File: config.mk
export PLATFORM = sky130hd
export DESIGN_NAME = tick_scheduler
export DESIGN_NICKNAME = d
export VERILOG_FILES = /design/src/rtl/tick_scheduler.sv
export SDC_FILE = /design/constraint.sdc
export NUM_CORES = 1
export LEC_CHECK = 0
export ABC_AREA = 1
export CORE_ASPECT_RATIO = 0.6
export CORE_MARGIN = 2
export CORE_UTILIZATION = 27
export CTS_BUF_LIST = sky130_fd_sc_hd__clkbuf_16
export CTS_CLUSTER_SIZE = 10
export DETAILED_ROUTE_END_ITERATION = 16
export PLACE_DENSITY_LB_ADDON = 0.12
export SYNTH_ARGS = -nofsm -noshare
export SYNTH_HDL_FRONTEND = slang
export SYNTH_SLANG_ARGS = --single-unit
File: constraint.sdc
create_clock -name clk -period 2.05 [get_ports clk]
set_input_delay 0.205 -clock clk [delete_from_list [all_inputs] [get_ports clk]]
set_output_delay 0.205 -clock clk [all_outputs]
set_load 0.05 [all_outputs]
File: src/rtl/tick_scheduler.sv
// Programmable multi-channel clock-enable (tick) generator with a valid/ready reprogramming port.
// Define TICK_COUNT_EN to add per-channel 8-bit tick counters on tick_count; otherwise it reads 0.
module tick_scheduler #(
   parameter  int NUM_CH = 4,
   parameter  int DIV_W  = 16,
   localparam int CH_W   = (NUM_CH > 1) ? $clog2(NUM_CH) : 1
) (
   input  logic                  clk,
   input  logic                  reset,
   input  logic                  run,
   input  logic                  cfg_valid,
   output logic                  cfg_ready,
   input  logic [CH_W-1:0]       cfg_ch,
   input  logic [DIV_W-1:0]      cfg_div,
   output logic                  cfg_err,
   output logic                  busy,
   output logic [NUM_CH-1:0]     tick,
   output logic [NUM_CH*8-1:0]   tick_count
);

   localparam logic [0:0]       STATE_IDLE = 1'b0;
   localparam logic [0:0]       STATE_PEND = 1'b1;
   localparam logic [DIV_W-1:0] DIV_ONE    = DIV_W'(1);

   logic [0:0]        state_reg;
   logic [CH_W-1:0]   sh_ch_reg;
   logic [DIV_W-1:0]  sh_div_reg;
   logic              cfg_err_reg;

   logic              handshake;
   logic              ch_bad;
   logic [NUM_CH-1:0] active_vec;
   logic [NUM_CH-1:0] apply_vec;
   logic              apply_any;

   assign cfg_ready = (state_reg == STATE_IDLE);
   assign busy      = (state_reg == STATE_PEND);
   assign cfg_err   = cfg_err_reg;
   assign handshake = cfg_valid && cfg_ready;
   assign ch_bad    = ({1'b0, cfg_ch} >= (CH_W+1)'(NUM_CH));
   assign apply_any = |apply_vec;

   always_ff @(posedge clk or negedge reset) begin
      if (!reset) begin
         state_reg   <= STATE_IDLE;
         sh_ch_reg   <= '0;
         sh_div_reg  <= '0;
         cfg_err_reg <= 1'b0;
      end else begin
         cfg_err_reg <= handshake && ch_bad;
         case (state_reg)
            STATE_IDLE: begin
               if (handshake && !ch_bad) begin
                  sh_ch_reg  <= cfg_ch;
                  sh_div_reg <= cfg_div;
                  state_reg  <= STATE_PEND;
               end
            end
            default: begin
               if (apply_any) begin
                  state_reg <= STATE_IDLE;
               end
            end
         endcase
      end
   end

   genvar gi;
   generate
      for (gi = 0; gi < NUM_CH; gi++) begin : g_ch
         logic [DIV_W-1:0] div_reg, div_next;
         logic [DIV_W-1:0] cnt_reg, cnt_next;
         logic             tick_reg, tick_next;

         assign active_vec[gi] = (div_reg != '0) && run;
         // Apply only at a safe point: channel idle, at its reload boundary, or being switched off.
         assign apply_vec[gi]  = busy && (sh_ch_reg == CH_W'(gi)) &&
                                 (!active_vec[gi] || (cnt_reg == '0) || (sh_div_reg == '0));
         assign tick[gi]       = tick_reg;

         always_comb begin
            div_next  = div_reg;
            cnt_next  = cnt_reg;
            tick_next = 1'b0;
            if (apply_vec[gi]) begin
               div_next = sh_div_reg;
               if (sh_div_reg == '0) begin
                  cnt_next = '0;
               end else if (active_vec[gi]) begin
                  tick_next = 1'b1;
                  cnt_next  = sh_div_reg - DIV_ONE;
               end
            end else if (active_vec[gi]) begin
               if (cnt_reg == '0) begin
                  tick_next = 1'b1;
                  cnt_next  = div_reg - DIV_ONE;
               end else begin
                  cnt_next  = cnt_reg - DIV_ONE;
               end
            end else if (div_reg == '0) begin
               cnt_next = '0;
            end
         end

         always_ff @(posedge clk or negedge reset) begin
            if (!reset) begin
               div_reg  <= '0;
               cnt_reg  <= '0;
               tick_reg <= 1'b0;
            end else begin
               div_reg  <= div_next;
               cnt_reg  <= cnt_next;
               tick_reg <= tick_next;
            end
         end

`ifdef TICK_COUNT_EN
         logic [7:0] tc_reg;
         // Counts in step with tick so the count always matches the pulses already seen.
         always_ff @(posedge clk or negedge reset) begin
            if (!reset) begin
               tc_reg <= 8'd0;
            end else if (apply_vec[gi] && (sh_div_reg == '0)) begin
               tc_reg <= 8'd0;
            end else if (tick_next) begin
               tc_reg <= tc_reg + 8'd1;
            end
         end
         assign tick_count[8*gi +: 8] = tc_reg;
`endif
      end
   endgenerate

`ifndef TICK_COUNT_EN
   assign tick_count = '0;
`endif

endmodule

### Logic cells by family, run 1

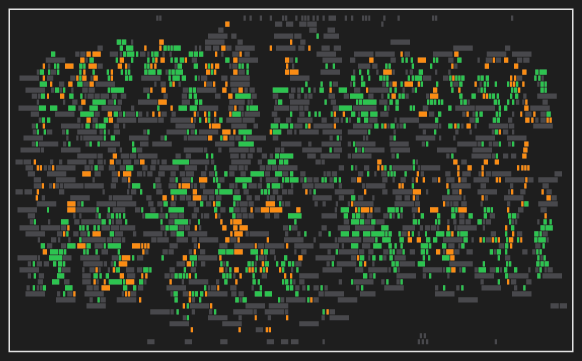
NOR gates: drawn in orange, cells 304, most used nor2_1, where all over the die. NAND gates: drawn in green, cells 620, most used nand2_1.

### Sequential cells grouped by signal name, run 1

Bar = 100 µm.
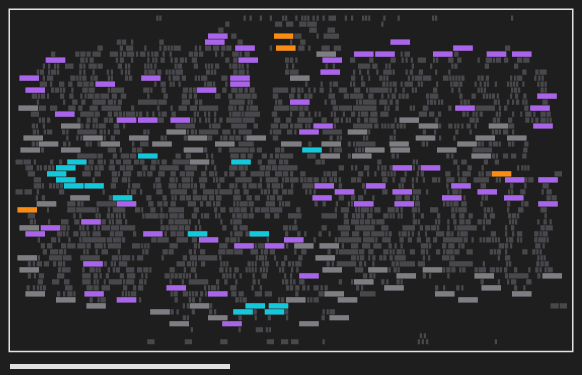
g_ch.tick_reg: drawn in orange, flops 4. sh_div_reg: drawn in cyan, flops 16. g_ch.cnt_reg: drawn in purple, flops 64.
Another 67 sequential cells are not coloured.

==> flow_summary_export.csv, run 1 <==
group,metric,value,unit
outcome,outcome,"finished, violations left",
outcome,violations,"negative setup slack",
synthesis,avgSynthCellArea,6.56,µm²
synthesis,top_area_cell,"dfrtp_1",
synthesis,postSynthSeqShare,37.0,%
final_layout,sh_seq_area,24.4,%
setup_path,setup.worst_path.end_class,"flip-flop",
global_routing,grt_overflow,0,
final_layout,logic_gate_count,1155,
final_layout,regArea,0.00378,mm²
synthesis,edf_count,0,
power,vdd_drop_max,0.794,mV
final_layout,seq_cell_count,151,
global_routing,grt.total_usage,19.9,%
die,die-height,155,µm
synthesis,compound_area_share,8.86,%
synthesis,syn_area,0.0102,mm²
synthesis,synthArstFlopShare,100,%
sta,hold_violations,0,
clock_network,root_buffer,"clkbuf_16",
power,pg_clk,3360,µW
synthesis,yosysMostFrequentCell,"nand2_1",
sta,fin_tns_setup,-0.0332,ns
synthesis,synthTopLogicFamily,"simple AND/OR/NAND/NOR gates",
die,ioPinCount,61,
die,initial_utilization,27.2,%
clock_network,ctsResizeCount,92,
detailed_routing,drtPass1Iterations,5,
place,dpl-instance-area,0.0129,mm²
detailed_routing,vias,10906,
setup_path,worstRegToRegCells,12,
clock_network,clk_path_buf_depth,2,
die,design.core.area,0.0375,mm²
synthesis,flop_cell,"dfrtp_1",
final_layout,n_all_buffers,350,
synthesis,postSynthCellCount,1556,
synthesis,ys.warnings.count,0,
sta,whs,0.155,ns
power,pwr-share-comb,61.0,%
power,p_clk_share,15.2,%
power,switchingPower,10200,µW
final_layout,drive_above_1_share,36.4,%
place,portBuffers,27,
synthesis,ys_sh_adder,0.612,%
detailed_routing,drc,0,
setup_path,rrSetupSlack,-0.03,ns
sta,setup_ws,-0.0288,ns
final_layout,n_antenna_cell,0,
clock_network,cts_setup_buffers,9,
global_routing,grt_pass1_wl,58900,µm
synthesis,common_cells,"414 x nand2_1, 281 x nor2_1, 187 x inv_1",
setup_path,crit_required,2.38,ns
final_layout,comb_area,0.00657,mm²
power,p_leak,0.00770,µW
final_layout,area_share_nonclk_buffers,20.2,%
setup_path,critPathKind,"flip-flop to flip-flop",
synthesis,ys_area,0.0102,mm²
place,dp.cells,2319,
synthesis,synth_stat.cells,1556,
sta,fin_crit,2.08,ns
synthesis,ys_types,42,
flow_run,warnings,29,
setup_path,slowest_stage,"dfrtp_1",
final_layout,design_area,0.0155,mm²
setup_path,worst-path-max-fanout,6,
setup_path,reg2reg_to,"g_ch[1].cnt_reg[8]",
clock_network,clk_latency,0.45,ns
final_layout,dominant_cells,"combinational gates",
detailed_routing,ant_nets,0,
detailed_routing,wl,40000,µm
sta,finalSetupViolations,2,
clock_network,cts.sinks,151,
clock_network,cts_tree,"yes",
final_layout,nClkBuffers,17,
clock_network,cts_buffers,17,
flow_run,max-cap-violations,0,
synthesis,mux_share,0.110,%
sta,rsz0062_at_grt,"true",
power,finalPower,22100,µW
setup_path,cpPeakStageDelay,0.41,ns
clock_network,htreeDepth,4,
setup_path,start_kind,"flip-flop",
power,comb-power,13500,µW
global_routing,antenna_found_initial,1,
setup_path,crit_chain,"nor2_1 -> nand2_1 -> nor2_4 -> nand2_4 -> nor2_4 -> nor2_4 -> ha_4 -> nand3_4 -> nor2_4 -> or2_2 -> nand3_2 -> a21oi_1",
setup_path,endpoint,"g_ch[1].cnt_reg[8]",
power,seq_power_share,23.8,%
detailed_routing,initialDrtViolationCount,803,
final_layout,final_util,41.4,%
synthesis,top_cells_by_area,"dfrtp_1 37%, nand2_1 15%, nor2_1 10%, nand3_1 8.2%, inv_1 6.9%",
place,dp.final_hpwl,30100,µm
die,dieArea,0.0395,mm²
final_layout,sh_comb_area,42.3,%
final_layout,final_cells,2399,
setup_path,startpoint,"g_ch[1].cnt_reg[7]",
die,nWellTaps,513,
### Congestion heat map, run 1

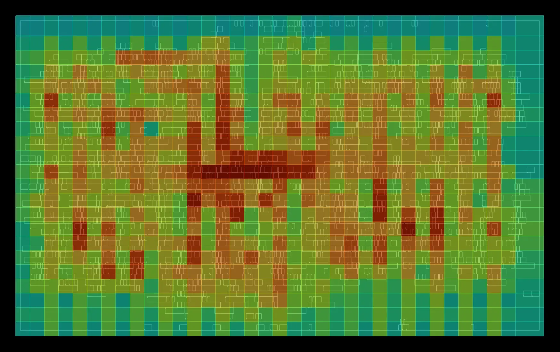
drt wl/cell: 16.7 µm
M3 GR Usage: 4.54%

run 1: placed cells by master, fill, tap and decap left out, types with 6 or more instances in the layout:
| cell | synthesis | routed |
|---|---|---|
| a21oi_1 | 54 | 37 |
| dfrtp_1 | 151 | 150 |
| clkdlybuf4s50_1 | 0 | 25 |
| buf_6 | 6 | 42 |
| nand2_1 | 414 | 333 |
| o21ai_0 | 89 | 82 |
| nand3_4 | 0 | 17 |
| clkbuf_16 | 0 | 22 |
| nand4_1 | 15 | 15 |
| nand2_2 | 8 | 69 |
| inv_2 | 7 | 13 |
| nand3_1 | 167 | 114 |
| nor2_1 | 281 | 193 |
| buf_12 | 1 | 12 |
| conb_1 | 1 | 33 |
| nor2_2 | 12 | 73 |
| inv_1 | 187 | 177 |
| nand2_4 | 4 | 20 |
| a21oi_2 | 8 | 23 |
| nand3_2 | 7 | 43 |
| xor2_1 | 14 | 11 |
| nor2_4 | 8 | 35 |
| buf_4 | 43 | 258 |
| o21ai_1 | 2 | 6 |
run 1: routing by layer:
metal  share of wire (%)  global-route usage [%]  vias to the layer above
met5                   0                       0                        -
met4                 1.7                    4.96                        0
met2                  40                    26.9                      222
met1                  53                    31.2                     5183
met3                 5.8                    4.54                       42
li1                    -                       -                     5459
run 1: worst max-delay path: cells and delay by family, from the launching register on:
| family | cells | cell delay [ns] |
|---|---|---|
| DFF | 1 | 0.41 |
| AOI/OAI and AO/OA | 1 | 0.06 |
| adders and majority gates | 1 | 0.17 |
| and+or+nand+nor | 10 | 1.31 |
run 1: cells by family (layout without fill, tap and decap cells):
logic type / after synthesis / after routing
fa+ha+maj: 5 / 5
buf+inv: 282 / 580
other cells: 1 / 33
xor+xnor: 18 / 18
simple gates: 929 / 929
flops: 151 / 151
compound gates: 169 / 169
mux: 1 / 1
### Cell classes on the final placement, run 1

Bar = 100 µm.
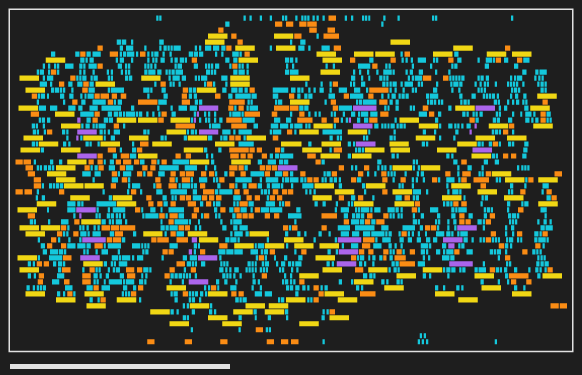

==> run 2: changes to the inputs <==
--- a/config.mk
+++ b/config.mk
@@ -7,12 +7,13 @@
 export LEC_CHECK = 0
 export ABC_AREA = 1
 export CORE_ASPECT_RATIO = 0.6
-export CORE_MARGIN = 2
+export CORE_MARGIN = 8
 export CORE_UTILIZATION = 27
 export CTS_BUF_LIST = sky130_fd_sc_hd__clkbuf_16
 export CTS_CLUSTER_SIZE = 10
 export DETAILED_ROUTE_END_ITERATION = 16
 export PLACE_DENSITY_LB_ADDON = 0.12
+export SLEW_MARGIN = 0
 export SYNTH_ARGS = -nofsm -noshare
 export SYNTH_HDL_FRONTEND = slang
 export SYNTH_SLANG_ARGS = --single-unit
### Cell classes on the final placement, run 2

Bar = 100 µm.
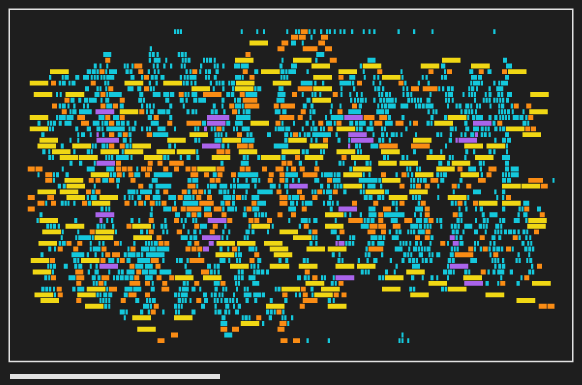
flops: drawn in yellow, cells 151. clock drivers and dummy loads: drawn in purple, cells 32. other buffers and delay cells: drawn in orange, cells 334. all other logic: drawn in cyan, cells 1353.

==> run 2 against run 1 <==
The flow still finishes with violations (negative setup slack). Count of clock-buffer cells in the layout unchanged. Final cell count fell by 0.67%. Combinational power about the same. Critical path depth unchanged. Critical endpoint is now g_ch[0].cnt_reg[10]. Largest cell class unchanged.
==> flow_summary_export.csv, run 2 <==
group,metric,value,unit
die,dieArea,0.0445,mm²
global_routing,antenna_found_initial,2,
synthesis,ys_types,42,
detailed_routing,vias,10836,
final_layout,layout_top_cell,"nand2_1",
final_layout,n_antenna_cell,0,
synthesis,postSynthCellCount,1556,
clock_network,ctsResizeCount,79,
outcome,violations,"negative setup slack",
setup_path,crit_chain,"inv_4 -> ha_4 -> nand4_4 -> nor2_4 -> nand4_4 -> buf_12 -> buf_12 -> nand4_1 -> nand2_4 -> buf_6 -> nor2_1 -> a21oi_1",
synthesis,top_cells_by_area,"dfrtp_1 37%, nand2_1 15%, nor2_1 10%, nand3_1 8.2%, inv_1 6.9%",
setup_path,worstRegToRegCells,12,
clock_network,cts_tree,"yes",
die,ioPinCount,61,
setup_path,slowest_stage,"dfrtp_1",
detailed_routing,wl,39900,µm
final_layout,area_share_nonclk_buffers,19.7,%
synthesis,syn_area,0.0102,mm²
synthesis,ys_ff,151,
synthesis,ys.warnings.count,0,
power,seq_power_share,24.0,%
detailed_routing,ant_nets,0,
final_layout,seq_cell_count,151,
place,dp.cells,2306,
detailed_routing,drtPass1Iterations,5,
power,vdd_drop_max,0.690,mV
setup_path,start_kind,"flip-flop",
place,portBuffers,27,
sta,finalSetupViolations,2,
clock_network,cts_setup_buffers,6,
clock_network,cts_buffers,17,
place,dp.final_hpwl,30300,µm
detailed_routing,wl_met1,20500,µm
synthesis,ys_sh_adder,0.612,%
synthesis,mux_share,0.110,%
die,die-height,167,µm
final_layout,lay_top_cells,"344 x nand2_1, 248 x buf_4, 192 x nor2_1",
setup_path,critPathKind,"flip-flop to flip-flop",
final_layout,sh_comb_area,42.2,%
final_layout,nClkBuffers,17,
synthesis,compound_area_share,8.86,%
clock_network,htreeDepth,4,
final_layout,logic_gate_count,1155,
global_routing,grt_overflow,0,
detailed_routing,initialDrtViolationCount,758,
power,switchingPower,10100,µW
die,design.core.area,0.0375,mm²
detailed_routing,met2_length,16400,µm
final_layout,comb_area,0.00645,mm²
clock_network,cts.sinks,151,
detailed_routing,dr.max_layer_used,"met4",
clock_network,root_buffer,"clkbuf_16",
die,initial_utilization,27.2,%
outcome,outcome,"finished, violations left",
sta,hold_violations,0,
setup_path,crit_required,2.38,ns
clock_network,clk_path_buf_depth,2,
synthesis,ys_area,0.0102,mm²
final_layout,syn2layout_area_growth,49.5,%
setup_path,rrSetupSlack,-0.01,ns
sta,whs,0.230,ns
flow_run,max-cap-violations,0,
synthesis,edf_count,0,
synthesis,synthTopLogicFamily,"simple AND/OR/NAND/NOR gates",
final_layout,drive_above_1_share,34.4,%
setup_path,startpoint,"sh_div_reg[0]",
synthesis,postSynthSeqShare,37.0,%
final_layout,dominant_cells,"combinational gates",
detailed_routing,wl_per_cell,16.7,µm
die,nWellTaps,513,
synthesis,common_cells,"414 x nand2_1, 281 x nor2_1, 187 x inv_1",
synthesis,synth_stat.cells,1556,
sta,setup_ws,-0.0137,ns
synthesis,yosysMostFrequentCell,"nand2_1",
power,p_leak,0.00763,µW
final_layout,final_cells,2383,
synthesis,flop_cell,"dfrtp_1",
synthesis,synthArstFlopShare,100,%
power,p_clk_share,15.1,%
setup_path,cpPeakStageDelay,0.41,ns
power,pwr-share-comb,60.9,%
final_layout,n_all_buffers,334,
global_routing,grt_pass1_wl,60300,µm
setup_path,worst-path-max-fanout,6,
sta,fin_tns_setup,-0.0273,ns
synthesis,top_area_cell,"dfrtp_1",
power,finalPower,21800,µW
flow_run,warnings,29,
### Sequential cells grouped by signal name, run 2

Bar = 100 µm.
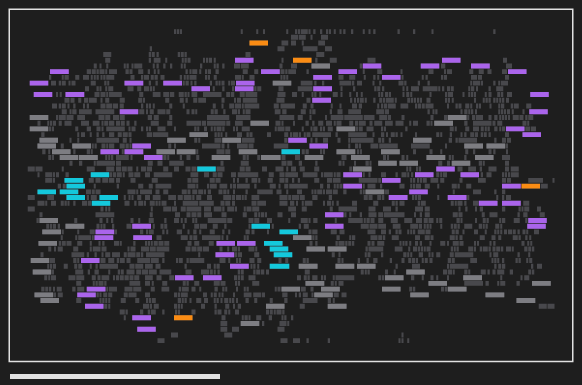
final core occ: 40.7%
sequential share of cell area: 24.8%
register area: 0.00378 mm²

==> run 2: cell types whose count changed in the layout (fill, tap and decap cells not counted), sizes merged <==
| cell | before | now |
|---|---|---|
| inv | 199 | 198 |
| clkdlybuf4s50 | 25 | 26 |
| buf | 318 | 303 |
| bufinv | 4 | 3 |
| clkbuf | 22 | 21 |
| clkinv | 5 | 7 |
| dlymetal6s2s | 1 | 0 |
==> run 2: power by group through the flow <==
| stage | logic (µW) | registers, µW | clock network [µW] |
|---|---|---|---|
| after floorplan | 5650 | 5120 | 0 |
| after global placement | 11000 | 5200 | 0 |
| after detailed placement | 11000 | 5210 | 0 |
| after CTS | 11400 | 5200 | 3380 |
| after global routing | 14600 | 5420 | 3510 |
| final | 13300 | 5230 | 3300 |
==> run 2: worst paths after layout <==
| kind | endpoint |
|---|---|
| hold reg to reg | g_ch[3].div_reg[1] |
| hold / removal | g_ch[0].div_reg[13] |
| max in group asynchronous | g_ch[1].div_reg[0] |
| setup / recovery | g_ch[0].cnt_reg[10] |
| min in group clk | sh_div_reg[1] |
| setup reg to reg | g_ch[0].cnt_reg[10] |
==> run 2: layer usage <==
metal / vias to the layer above / global-route usage [%]
li1: 5438 / -
met1: 5134 / 26.5
met2: 230 / 24.2
met3: 34 / 4.43
met4: 0 / 4.36
met5: - / 0
==> run 2: per-stage QoR <==
stage          cell area [µm²]  utilization [%]
2_1_floorplan            10400                -
3_3_place_gp             12800             34.2
3_5_place_dp             12800             34.2
4_1_cts                  13800             36.8
5_1_grt                  15300             40.7
6_report                 15300             40.7
==> run 2: critical path, delay by kind of cell (launching register included) <==
kind | cells | cell delay (ns)
compound gates | 1 | 0.08
flops | 1 | 0.41
simple gates | 6 | 0.76
fa+ha+maj | 1 | 0.15
buf+inv | 4 | 0.56
No activity file was given, so power comes from the tool's default toggle rates.
